`config.mk`:
```
export PLATFORM = sky130hd
export DESIGN_NAME = wave_speed_ctrl
export DESIGN_NICKNAME = d
export VERILOG_FILES = /design/src/rtl/shooter_pkg.sv /design/src/rtl/bcd_counter4.sv /design/src/rtl/wave_speed_ctrl.sv
export SDC_FILE = /design/constraint.sdc
export NUM_CORES = 1
export LEC_CHECK = 0
export CORE_MARGIN = 2
export CORE_UTILIZATION = 48
export CTS_CLUSTER_DIAMETER = 40
export CTS_CLUSTER_SIZE = 20
export DETAILED_ROUTE_END_ITERATION = 10
export PLACE_DENSITY = 0.78
export SYNTH_ARGS = -nofsm -noshare
export SYNTH_HDL_FRONTEND = slang
export SYNTH_SLANG_ARGS = --single-unit
```
`constraint.sdc`:
```
create_clock -name clk -period 6.45 [get_ports clk]
set_input_delay 1.29 -clock clk [delete_from_list [all_inputs] [get_ports clk]]
set_output_delay 1.29 -clock clk [all_outputs]
set_load 0.02 [all_outputs]
```
`src/rtl/shooter_pkg.sv`:
```
// Shared types and screen constants for the shooter game stages.
// Game FSM encoding, BCD digit type and vertical play-field bounds.
package shooter_pkg;

   typedef enum logic [1:0] {
      IDLE   = 2'd0,
      PLAY   = 2'd1,
      PAUSED = 2'd2,
      OVER   = 2'd3
   } game_state_t;

   typedef logic [3:0] bcd_digit_t;

   localparam int unsigned BOUND_UP   = 31;
   localparam int unsigned BOUND_DOWN = 511;

endpackage

```
`src/rtl/bcd_counter4.sv`:
```
// Four-digit BCD incrementer, saturating at 9999; clr has priority over inc.
// Latency: q updates on the edge that samples inc/clr. No backpressure.
module bcd_counter4
   import shooter_pkg::*;
(
   input  logic        clk,
   input  logic        rst,
   input  logic        inc,
   input  logic        clr,
   output logic [15:0] q
);

   logic [15:0] cnt_q, cnt_d;
   logic        carry;
   bcd_digit_t  dig;

   always_comb begin
      cnt_d = cnt_q;
      carry = 1'b1;
      dig   = '0;
      if (clr) begin
         cnt_d = '0;
      end else if (inc && (cnt_q != 16'h9999)) begin
         // Ripple the +1 from the units digit until a digit absorbs it.
         for (int i = 0; i < 4; i++) begin
            dig = cnt_q[i*4 +: 4];
            if (carry) begin
               if (dig == 4'd9) begin
                  cnt_d[i*4 +: 4] = 4'd0;
               end else begin
                  cnt_d[i*4 +: 4] = dig + 4'd1;
                  carry           = 1'b0;
               end
            end
         end
      end
   end

   always_ff @(posedge clk or negedge rst) begin
      if (!rst) begin
         cnt_q <= '0;
      end else begin
         cnt_q <= cnt_d;
      end
   end

   assign q = cnt_q;

endmodule

```
`src/rtl/wave_speed_ctrl.sv`:
```
// Score/level controller for the wave enemy; maps kill-driven level to a movement divisor.
// Latency: score/level at the hit-sampling edge, wave_speed/level_up one edge later. No backpressure.
module wave_speed_ctrl
   import shooter_pkg::*;
#(
   parameter logic [23:0] BASE_SPEED      = 24'd400000,
   parameter logic [23:0] SPEED_STEP      = 24'd30000,
   parameter logic [23:0] MIN_SPEED       = 24'd100000,
   parameter int unsigned KILLS_PER_LEVEL = 10,
   parameter int unsigned MAX_LEVEL       = 9
)(
   input  logic        clk,
   input  logic        rst,
   input  logic        pause,
   input  logic        game_start_on,
   input  logic        game_over_on,
   input  logic        hit_w_enemy,
   input  logic        enemy_active,
   output logic [23:0] wave_speed,
   output logic [15:0] score,
   output logic [3:0]  level,
   output logic        level_up
);

   localparam logic [3:0] KILL_WRAP = 4'(KILLS_PER_LEVEL - 1);
   localparam logic [3:0] LEVEL_TOP = 4'(MAX_LEVEL);

   game_state_t state_q, state_d;
   logic        hit_q;
   logic        armed_q, armed_d;
   logic [3:0]  kills_q, kills_d;
   logic [3:0]  level_q, level_d;
   logic        lvl_inc;
   logic        lvl_inc_q;
   logic        level_up_q;
   logic [23:0] speed_q;
   logic        kill;
   logic        start_game;

   // Clamp before subtracting so a large level*step can never wrap below zero.
   function automatic logic [23:0] speed_for_level(input logic [3:0] lvl);
      logic [27:0] prod;
      prod = 28'(lvl) * 28'(SPEED_STEP);
      if (prod >= 28'(BASE_SPEED - MIN_SPEED)) begin
         return MIN_SPEED;
      end
      return BASE_SPEED - prod[23:0];
   endfunction

   assign kill       = hit_w_enemy & ~hit_q & armed_q & enemy_active & (state_q == PLAY);
   assign start_game = (state_q == IDLE) & ~game_start_on & ~game_over_on;

   always_comb begin
      state_d = state_q;
      case (state_q)
         IDLE:    if (start_game)        state_d = PLAY;
         PLAY:    if (game_over_on)      state_d = OVER;
                  else if (pause)        state_d = PAUSED;
         PAUSED:  if (game_over_on)      state_d = OVER;
                  else if (!pause)       state_d = PLAY;
         OVER:    if (game_start_on)     state_d = IDLE;
         default:                        state_d = IDLE;
      endcase
   end

   always_comb begin
      armed_d = armed_q;
      kills_d = kills_q;
      level_d = level_q;
      lvl_inc = 1'b0;
      if (start_game) begin
         armed_d = 1'b1;
         kills_d = '0;
         level_d = '0;
      end else begin
         // One kill per enemy life: re-arm only once the enemy is seen dead.
         if (kill) begin
            armed_d = 1'b0;
         end else if (!enemy_active) begin
            armed_d = 1'b1;
         end
         if (kill) begin
            if (kills_q == KILL_WRAP) begin
               kills_d = '0;
               if (level_q < LEVEL_TOP) begin
                  level_d = level_q + 4'd1;
                  lvl_inc = 1'b1;
               end
            end else begin
               kills_d = kills_q + 4'd1;
            end
         end
      end
   end

   always_ff @(posedge clk or negedge rst) begin
      if (!rst) begin
         state_q    <= IDLE;
         hit_q      <= 1'b0;
         armed_q    <= 1'b1;
         kills_q    <= '0;
         level_q    <= '0;
         lvl_inc_q  <= 1'b0;
         level_up_q <= 1'b0;
         speed_q    <= BASE_SPEED;
      end else begin
         state_q    <= state_d;
         hit_q      <= hit_w_enemy;
         armed_q    <= armed_d;
         kills_q    <= kills_d;
         level_q    <= level_d;
         lvl_inc_q  <= lvl_inc;
         level_up_q <= lvl_inc_q;
         speed_q    <= speed_for_level(level_q);
      end
   end

   bcd_counter4 u_score (
      .clk (clk),
      .rst (rst),
      .inc (kill),
      .clr (start_game),
      .q   (score)
   );

   assign wave_speed = speed_q;
   assign level      = level_q;
   assign level_up   = level_up_q;

endmodule

```
==> flow_summary.toml, run 1 <==
# generated from flow reports
[synthesis]
synth_top_area_share_pct = 28.0
synthDistinctLibCells = 67
synth_chip_area_um2 = 3480
ys_warn_count = 0
synthTopLogicFamily = "simple AND/OR/NAND/NOR gates"
synthAdderAreaFrac_pct = 14.8
synthTopCellsByArea = "dfrtp_1, ha_1, dfstp_2, nor2_1, o21ai_0"
synthCells = 383
largest_area_cell = "dfrtp_1"
yosys_cells = 383
flop_cell = "dfrtp_1"
synth_area_um2 = 3480
synth-simple-area-share_pct = 22.0
ys_sh_mux_pct = 0.899
yosysSeqAreaShare_pct = 33.3
synth_flops = 46
avgSynthCellArea_um2 = 9.09
synthXorXnorAreaFrac_pct = 4.53
edf_count = 0
aoi_share_pct = 19.0
synthArstFlopShare_pct = 100

[critical_path]
cp.arrival_ps = 4130
reg2reg_depth = 11
worst-endpoint-required_ps = 6600
r2r_start = "level[2]"
cpMaxStageDelayCell = "a41oi_1"
path_common_cell = "ha_1"
path_buffers = 2
cp-start-kind = "register"
crit_fanout = 11
critPathTopFamily = "AND-OR/OR-AND gates"
path_cells = "inv_1 -> ha_1 -> inv_1 -> ha_1 -> ha_1 -> a31oi_4 -> xor2_1 -> o311ai_0 -> o311ai_2 -> a41oi_1 -> nor2_1"
critPathCaptureType = "register"
worst-path-stages = 11
slowest_delay_ps = 830
criticalPathCategory = "register to register"
critPathLaunch = "level[2]"

[cells_and_area]
lay_top_count = "clkdlybuf4s50_1"
final-seq-area_um2 = 1160
inverters = 19
sh_comb_area_pct = 52.8
nMultiInputCombCells = 303
clkCellAreaFrac_pct = 2.33
nonClkBufAreaFrac_pct = 11.6
dominant_cells = "combinational gates"
syn_to_final_growth_pct = 17.2
fin_util_pct = 57.1
flops = 46
logic_area_um2 = 2150
fillers = 659
most-common-layout-cells = "clkdlybuf4s50_1, dfrtp_1, ha_1"
final_nets = 470
antenna_cells = 0
signal_buffers = 48
drive_above_1_share_pct = 8.25
seq_area_share_pct = 28.5

[clock_tree]
cts-root-buf = "clkbuf_8"
clock_path_buffers = 2
cts_tree = "done"
cts_resized = 0
worstSkewPairLatency_ps = 300
holdBufCountCts = 0
clkTransAtPathRegs_ps = 80
htree_levels = 2
cts_setup_buffers = 0

[routing]
drt_pass1_iterations = 4
drt-initial-drc-count = 145
wl_per_cell_um = 14.5
wirelength_um = 7590
vias = 3000
postRouteAntennaNets = 0
routed_via_density = 5.74
drc = 0

[global_routing]
grt_pass1_vias = 2863
grt.total_usage_pct = 20.0
antenna_found_initial = 0
grt_start_max_net_pins = 47
grt_overflow = 0
grt_pass1_wl_um = 12700

[power]
leakagePower_nw = 1.87
p_comb_w = 0.000532
p_sw_share_pct = 40.9
power_frac_seq_pct = 38.1
vdd_drop_max_uv = 102
power.group.top = "combinational cells"
sequentialPower_w = 0.000441
power_density_nw_per_um2 = 285
clkPwrFrac_pct = 16.1
p_switching_w = 0.000474
pwr-share-comb_pct = 45.9
intPower_w = 0.000686

[final_timing]
fin_crit_ps = 3990
fmax_mhz = 251
fin_setup_tns_ps = 0
finalCritPeriodShare_pct = 61.8
rsz0062_at_grt = "no"
setup_viol = 0
drv_slew = 0
relSlewSlack_pct = 27.4
hold_viol = 0
worstMarginPinSlew_ps = 1080

[floorplanning]
well_tap_count = 99
boundaryPins = 52
die_y_um = 89.1
die-area_um2 = 7950
fp_util_pct = 48.8
std_cell_rows = 31
core_area_um2 = 7140
dieWidth_um = 89.1

[hold_path]
min_path_type = "register to register"
min_from = "lvl_inc_q"
min_path_cells = 0

[flow_run]
tool_warnings = 39
max_cap_violations = 0

[placement]
port_buffers = 47
gp_congestion = 0.921
hpwl_um = 5800

[run_status]
status = "complete, no violations"
[run 1: worst reg2reg max path: stages, from the launching register on]
cell      delay (ps)
dfrtp_1          530
inv_1            180
ha_1             310
inv_1             50
ha_1             190
ha_1             430
a31oi_4          150
xor2_1           220
o311ai_0         620
o311ai_2         200
a41oi_1          830
nor2_1           120
[run 1: worst paths after layout]
check | to | slack [ps]
min in group asynchronous | u_score.q[5] | 1140
min | level_up | 350
max reg2reg | wave_speed[14] | 2460
min reg2reg | level_up | 350
max in group asynchronous | wave_speed[16] | 4670
max | wave_speed[14] | 2460
[run 1: stage by stage]
stage          instances  total power [W]  instance area [µm²]  setup slack [ps]  hold WS (ps)
3_5_place_dp         515         0.000981                 3980              2510           340
4_1_cts              523          0.00117                 4080              2480           359
5_1_grt              523          0.00125                 4080              2040           370
2_1_floorplan        387         0.000788                 3490              3030           331
3_3_place_gp         515         0.000959                 3980              2580           339
6_report             523          0.00116                 4080              2460           355
[run 1: routing by layer]
metal | GRT usage, % | part of all wire [%] | up-vias
li1 | - | - | 1454
met1 | 25.8 | 45 | 1450
met2 | 34.2 | 48 | 88
met3 | 3.51 | 5.9 | 8
met4 | 5.83 | 1.3 | 0
met5 | 0 | 0 | -
[run 1: synthesized netlist by cell type, types with 3 or more instances]
cell,instances
dfrtp_1,39
ha_1,38
nor2_1,36
nand2_1,33
o21ai_0,25
inv_1,19
a21oi_1,17
nand3_1,12
nor3_1,11
xnor2_1,11
buf_4,10
a21o_1,7
dfstp_2,7
nand2b_1,7
nand3b_1,7
nand4_1,7
xor2_1,7
buf_2,6
nor4_1,5
o31ai_1,5
a31oi_1,4
or3_1,4
a211oi_1,3
and2_1,3
and3_1,3
clkbuf_1,3
or4_1,3
Fig. 1: run 1, pin placement
Pins as bars across the die edge, other pins in gray.
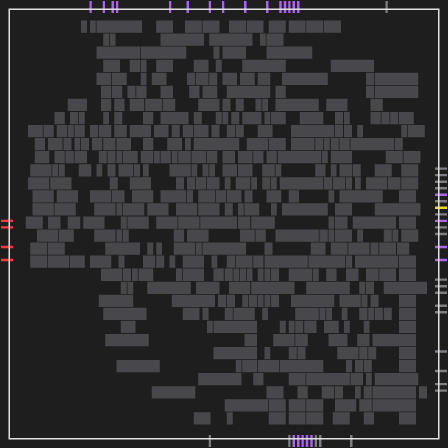
color	port	pins	direction	edge
purple	wave_speed	24	output	15 top, 5 bottom, 4 right
red	level	4	output	left
yellow	game_over_on	1	input	right

Fig. 2: run 1, drive-strength map
The bar under the picture is 20 µm long.
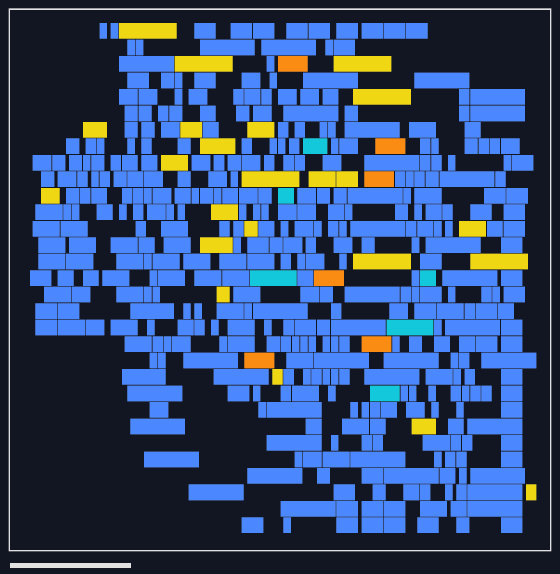
color	size	cells
cyan	_3 and _4 cells	6
blue	_0 and _1 cells	389
orange	_6 and larger	6
yellow	_2 cells	23

Fig. 3: run 1, clock routing
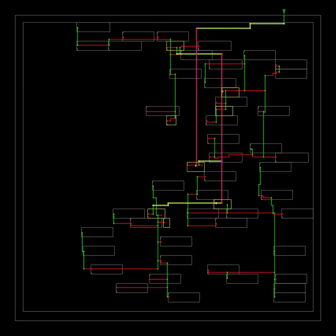
Clock group: 0.000186 W
post-route clock skew: 8.18 ps
CTS buffer count: 5
CLK BUF: 6
clock sinks: 46

Fig. 4: run 1, routed clock nets over the placement
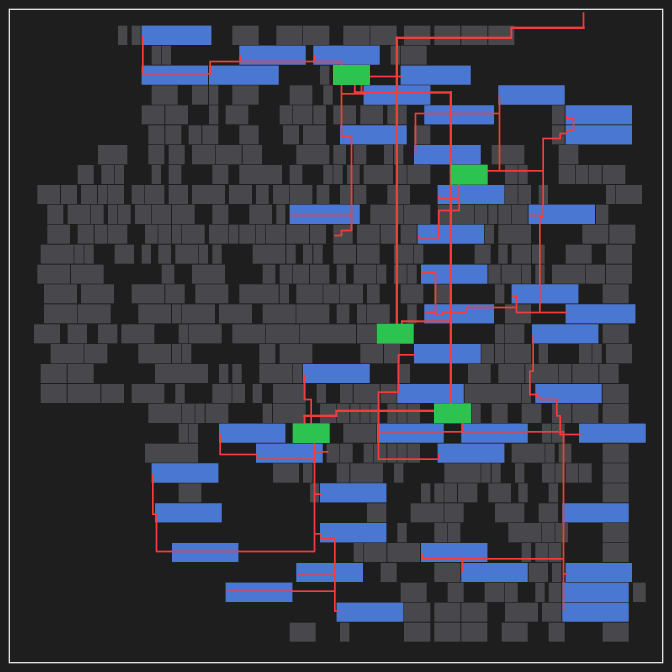

==> run 2, diff against run 1 <==
--- a/config.mk
+++ b/config.mk
@@ -10,7 +10,7 @@
 export CTS_CLUSTER_DIAMETER = 40
 export CTS_CLUSTER_SIZE = 20
 export DETAILED_ROUTE_END_ITERATION = 10
-export PLACE_DENSITY = 0.78
+export PLACE_DENSITY = 0.81
 export SYNTH_ARGS = -nofsm -noshare
 export SYNTH_HDL_FRONTEND = slang
 export SYNTH_SLANG_ARGS = --single-unit
==> constraint.sdc (replaced) <==
create_clock -name clk -period 3.5 [get_ports clk]
set_input_delay 0.7 -clock clk [delete_from_list [all_inputs] [get_ports clk]]
set_output_delay 0.7 -clock clk [all_outputs]
set_load 0.02 [all_outputs]
Fig. 5: run 2, routed clock nets over the placement
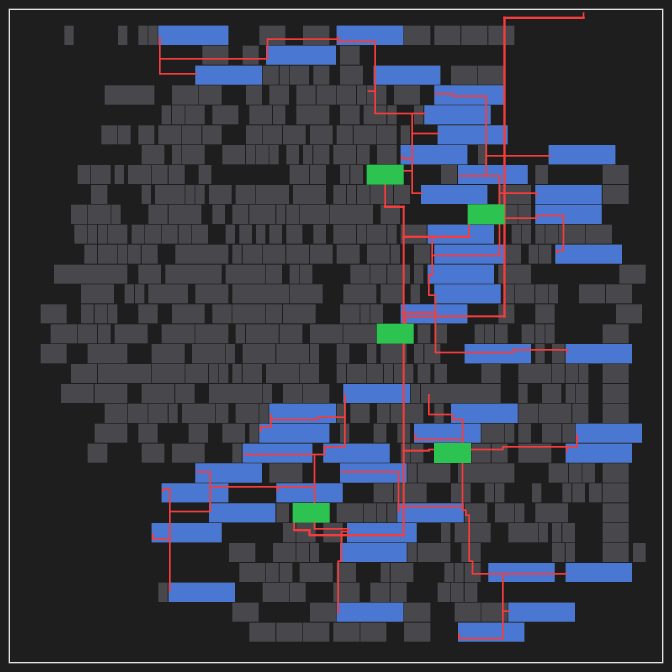
[green] clock drivers | count: 5
[blue] flip-flops | count: 46
[red] clock wires | length: 575 µm
routed clock nets	6
Clock group: 0.000394 W
Worst-Skew Late Latency: 300 ps
clock power share: 17.6%
post-route clock skew: 5.86 ps

Fig. 6: run 2, cells colored by class
The bar under the picture is 20 µm long.
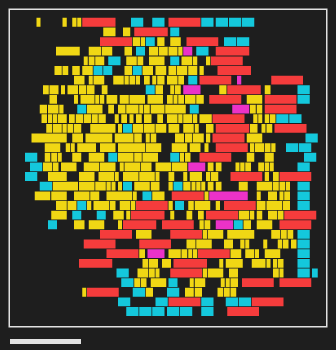
color	class	cells
cyan	other buffers and delay cells	71
magenta	clock drivers and dummy loads	8
red	flops	46
yellow	combinational and other logic	322

==> run 2 against run 1 <==
Combinational power increased by 95%. Sequential cell count is the same. Synthesized cell count stayed put. Wire length rose by 3.0%.
==> flow_summary.toml, run 2 <==
# generated from flow reports
[synthesis]
yosysSeqAreaShare_pct = 33.3
avgSynthCellArea_um2 = 9.09
synthCells = 383
synthAdderAreaFrac_pct = 14.8
synthTopCellsByArea = "dfrtp_1, ha_1, dfstp_2, nor2_1, o21ai_0"
synthArstFlopShare_pct = 100
synthDistinctLibCells = 67
synth_chip_area_um2 = 3480
synth_area_um2 = 3480
ys_sh_mux_pct = 0.899
ys_warn_count = 0
synth_flops = 46
yosys_cells = 383
synthTopLogicFamily = "simple AND/OR/NAND/NOR gates"
edf_count = 0
largest_area_cell = "dfrtp_1"
flop_cell = "dfrtp_1"
synthTopCellsByCount = "dfrtp_1, ha_1, nor2_1"
synth_top_area_share_pct = 28.0
aoi_share_pct = 19.0
synth.most_common_cell = "dfrtp_1"
synthXorXnorAreaFrac_pct = 4.53
synth-simple-area-share_pct = 22.0

[clock_tree]
cts_tree = "done"
cts_num_sinks = 46
htree_levels = 2
holdBufCountCts = 0
clkTransAtPathRegs_ps = 90
cts-root-buf = "clkbuf_8"
cts_made_buffers = 5
clock_path_buffers = 2

[floorplanning]
fp_util_pct = 48.8
core_area_um2 = 7140
dieWidth_um = 89.1
die_y_um = 89.1
die-area_um2 = 7950
std_cell_rows = 31
boundaryPins = 52

[critical_path]
cp-start-kind = "register"
crit_fanout = 11
rrSetupSlack_ps = 100
worst-path-stages = 12
slowest_delay_ps = 420
r2r_end = "wave_speed[10]"
worst-endpoint-required_ps = 3690
reg2reg_depth = 12
critPathTopFamily = "AND-OR/OR-AND gates"
r2r_start = "level[2]"
cpMaxStageDelayCell = "dfrtp_2"
cp.arrival_ps = 3590
critPathCaptureType = "register"
criticalPathCategory = "register to register"
path_buffers = 2
path_cells = "inv_1 -> ha_1 -> ha_1 -> or2_2 -> ha_1 -> o211ai_2 -> a211oi_1 -> a221oi_1 -> xor2_1 -> a41oi_1 -> buf_4 -> a21o_1"
path_common_cell = "ha_1"

[routing]
vias = 3075
drc = 0
drt-initial-drc-count = 102
wl_per_cell_um = 14.3
wirelength_um = 7820
routed_via_density = 5.63
drt_pass1_iterations = 5
postRouteAntennaNets = 0

[cells_and_area]
final_area_um2 = 4330
fillers = 610
lay_top_count = "clkdlybuf4s50_1"
final-seq-area_um2 = 1160
most-common-layout-cells = "clkdlybuf4s50_1, nor2_1, ha_1, dfrtp_1, nand2_1"
syn_to_final_growth_pct = 24.5
logic_area_um2 = 2220
antenna_cells = 0
final_nets = 493
drive_above_1_share_pct = 14.8
fin_util_pct = 60.7

[placement]
post_dp_cell_area_um2 = 4070
hpwl_um = 5770
port_buffers = 47
gp_congestion = 0.892

[power]
power_frac_seq_pct = 36.1
intPower_w = 0.00136
pwr-share-comb_pct = 46.3
vdd_drop_max_uv = 210
p_switching_w = 0.000883
power_density_nw_per_um2 = 517
p_sw_share_pct = 39.4
leakagePower_nw = 2.00
power_w = 0.00224

[final_timing]
drv_slew = 0
relSlewSlack_pct = 33.8
hold_viol = 0
fin_crit_ps = 3400
setup_viol = 0
finalCritPeriodShare_pct = 97.2
worstMarginPinSlew_ps = 993
fmax_mhz = 294

[flow_run]
tool_warnings = 39
max_cap_violations = 0

[hold_path]
min_path_cells = 0
hold_path_end = "level_up"
min_path_type = "register to register"
min_from = "lvl_inc_q"

[global_routing]
grt_pass1_wl_um = 13300
grt_pass1_vias = 2800
grt_start_max_net_pins = 47
antenna_found_initial = 0
grt.total_usage_pct = 20.9
grt_overflow = 0

[run_status]
status = "complete, no violations"
[run 2: cell counts after synthesis]
No cell type changed its count.
[run 2: per-stage QoR]
step	cells	worst slack [ps]	hold WS (ps)	TNS (ps)
finish	546	98.4	358	0
global route	546	-103	374	-559
CTS	535	0.134	361	0
detailed placement	527	-63.9	346	-593
global placement	527	-84.7	338	-757
floorplan	387	84.4	331	0
[run 2: metal layers]
layer  up-vias  share of wire (%)  track usage [%]
met3        11                4.2             2.77
met4         0                1.3             5.97
li1       1499                  -                -
met2        96                 48             34.1
met1      1469                 47             29.1
met5         -                  0                0
[run 2: how the worst max path moves through the flow]
stage / start / endpoint / slack (ps)
floorplan: level[2] / wave_speed[10] / 80
global placement: level[1] / wave_speed[13] / -80
detailed placement: level[1] / wave_speed[13] / -60
CTS: level[3] / wave_speed[5] / 0.1
global route: level[2] / wave_speed[10] / -100
finish: level[2] / wave_speed[10] / 100
[run 2: area by class of cell]
cell class	instances	share of cell area, %
clock buffer	6	1.68
clock inverter	2	0.867
inverter	19	1.65
multi-input combinational	303	51.2
sequential	46	26.9
tap	99	2.86
timing repair buffer	71	14.9
[run 2: power groups by stage]
stage / clock (W) / combinational [W] / sequential [W]
after floorplan: 0 / 0.000546 / 0.000907
after global placement: 0 / 0.000973 / 0.000808
after detailed placement: 0 / 0.00101 / 0.000820
after CTS: 0.000403 / 0.00101 / 0.000811
after global routing: 0.000428 / 0.00116 / 0.000832
final: 0.000394 / 0.00104 / 0.000808
[run 2: what timing repair did]
| item | in CTS | in global routing |
|---|---|---|
| setup buffers | 0 | 11 |
| setup endpoints to repair | 12 | 15 |
| endpoints found under the hold margin | 0 | 0 |
| gates resized | 1 | 14 |
| pin swaps | 0 | 3 |
Power figures rest on the tool's default switching activity, not on a simulated workload.
